Design color_blend_unit, sky130hd; sources not shown.
Figure 1. The metal 3 layer.
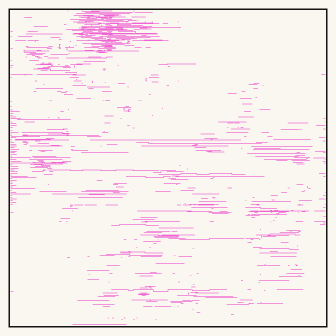
longest straight run	120 um
wire length on this layer	6730 um
final wirelength: 91050 um
met3 GRT Util: 5.343%
Vias: 30040

Figure 2. Placement view.
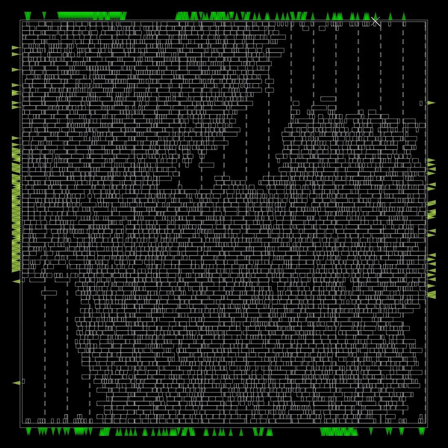
tapcell count: 837
Core ar.: 61600 um^2
final sequential cell count: 138

==> reports/results.tsv <==
stage	metric	value	unit
status	status	finished, violations left	
status	violations in the final reports	design-rule violations	
die	Die X-Extent	251.3	um
clock_network	CTS Root Cell	clkbuf_8	
min_path	HP Class	reg -> reg	
sta	total negative slack	0	ns
die	Die Y-Extent	251.3	um
cells_and_area	final core utilization	65.94	%
route	DRT iter0 DRCs	2102	
logic_synthesis	cell type with the largest total area	fa_1	
min_path	worst hold path depth	2	
logic_synthesis	count leader, synth	inv_1	
sta	Setup WS post-layout	3.376	ns
placement	Post-DP HPWL	73160	um
clock_network	TritonCTS buffer count	17	
route	Via density	5.604	
route	Final ANT Viol Nets	0	
worst_setup_path	CP max FO	16	
grt	GRT overflow	0	
sta	Worst-Margin Slew	1.236	ns
clock_network	TritonCTS clock tree	built	
sta	unrepaired setup endpoints after global routing	no	
logic_synthesis	Seq share, synth	9.260	%
worst_setup_path	Setup CP Type	in -> reg	
worst_setup_path	CP dominant cell by count	fa_1	
worst_setup_path	Startpoint Class	input pin	
logic_synthesis	Post-synth regs	138	
cells_and_area	Layout area overhead	8.917	%
logic_synthesis	cells in synth_stat.txt	4371	
clock_network	clock slew at reported path FFs	0.09	ns
logic_synthesis	yosys stat chip area	37290	um^2
clock_network	cts repair resizes	0	
worst_setup_path	Reg2Reg Setup Slack	4.23	ns
route	Avg WL per Cell	16.99	um
logic_synthesis	Post-Syn Area per Cell	8.532	um^2
worst_setup_path	Critical Path AT	10.96	ns
cells_and_area	share of layout cells above drive strength 1	3.030	%
worst_setup_path	Critical-path top delay cell	clkdlybuf4s50_1	
sta	Fmax	0.09386	GHz
grt	GRT Total Usage	29.99	%
logic_synthesis	Syn Inst Count	4371	
logic_synthesis	top cells by count, synth	inv_1 (746), nand2_1 (609), ha_1 (546)	
grt	vias in the first global route	31289	
clock_network	Clock Path Buffers	2	
logic_synthesis	asr flop ratio synth	100.0	%
sta	final hold violation count	0	
die	Core Density at Floorplan	60.55	%
sta	max-slew violation count	0	
logic_synthesis	YS warnings	0	
clock_network	Post-CTS Hold Buffers	0	
worst_setup_path	Reg2Reg Depth	37	
logic_synthesis	Post-Syn Area	37290	um^2
placement	IO Port Bufs	229	
worst_setup_path	CP peak stage delay	0.89	ns
grt	initial antenna violation count	3	
die	io pins	294	
sta	final setup fails	0	
sta	min Tclk post-route	10.65	ns
flow_run	Max-cap violations	0	
grt	first-pass GRT wire length	152000	um
sta	relative max-transition margin	17.43	%
worst_setup_path	Worst Setup End Kind	flip-flop	
clock_network	clk sinks	138	
worst_setup_path	crit path DRT	14.34	ns
sta	fin crit share	75.94	%
route	1st-pass router iterations	8	
placement	Setup Slack @ Placement	2.880	ns
die	# rows	91	
logic_synthesis	EDFF count, synth	0	
logic_synthesis	Yosys cell types	81	
flow_run	tool warnings	41	
route	drt drc	4	
cells_and_area	NumNets Final	5724	
clock_network	clk_lat worst skew	0.59	ns
die	chip area	63160	um^2
clock_network	Post-CTS Setup Bufs	0	
logic_synthesis	Synth area leaders	fa_1 (27%), ha_1 (18%), dfrtp_1 (9.3%), inv_1 (7.5%), and2_1 (7.4%)	
through the flow:
| step | hold slack [ns] | instances | instance area [um^2] |
|---|---|---|---|
| detailed placement | 0.3635 | 5328 | 40200 |
| CTS | 0.3845 | 5358 | 40620 |
| global placement | 0.3569 | 5328 | 40200 |
| global route | 0.4064 | 5359 | 40620 |
| floorplan | 0.3895 | 4241 | 36560 |
| finish | 0.3821 | 5360 | 40620 |
cell type report:
cell class                      count  area (um^2)
Antenna cell                        2        5.005
Clock buffer                       20        269.0
Clock inverter                     10        143.9
Fill cell                        4891        20980
Inverter                          746         2805
Multi-Input combinational cell   3357        30450
Sequential cell                   138         3453
Tap cell                          837         1047
Timing Repair Buffer              250         2450
critical path: cells and delay by family:
kind,cells,cell delay (ns)
buffers and inverters,4,1.06
AOI/OAI and AO/OA,7,1.83
and+or+nand+nor,8,1.28
adders and majority gates,8,3.68
xor gates and xnor gates,2,0.29
per-layer routing:
layer	GRT usage, %	up-vias	routed length [um]
met5	0	-	56
met2	51.02	1105	44060
li1	-	14001	-
met4	12.20	6	3581
met1	37.67	14681	36630
met3	5.343	247	6725
cell families after synthesis:
family,count (synthesis),synth area share [%]
AND-OR/OR-AND,551,9.548
XOR/XNOR,237,5.660
adder cells (fa/ha/maj),1060,45.81
buffers and inverters,939,10.11
flip-flops,138,9.260
multiplexers,35,1.050
other,1,0.01006
AND/OR/NAND/NOR,1410,18.56
layout by cell type (no fill, tap or decap), types with 10 or more instances in the layout:
cell,instances
a211oi_1,15
a21o_1,65
a21oi_1,162
a31oi_1,25
and2_1,440
and3_1,15
buf_4,21
clkbuf_8,19
clkdlybuf4s50_1,229
conb_1,64
dfrtp_1,138
fa_1,510
ha_1,546
inv_1,745
mux2_2,33
nand2_1,609
nand2b_1,19
nand3_1,41
nand3b_1,11
nand4_1,19
nor2_1,147
nor2b_1,29
nor3_1,27
nor3b_1,11
o211ai_1,24
o21a_1,15
o21ai_0,119
o21bai_1,35
o31ai_1,10
or2_2,12
xnor2_1,149
xnor2_2,17
xor2_1,69
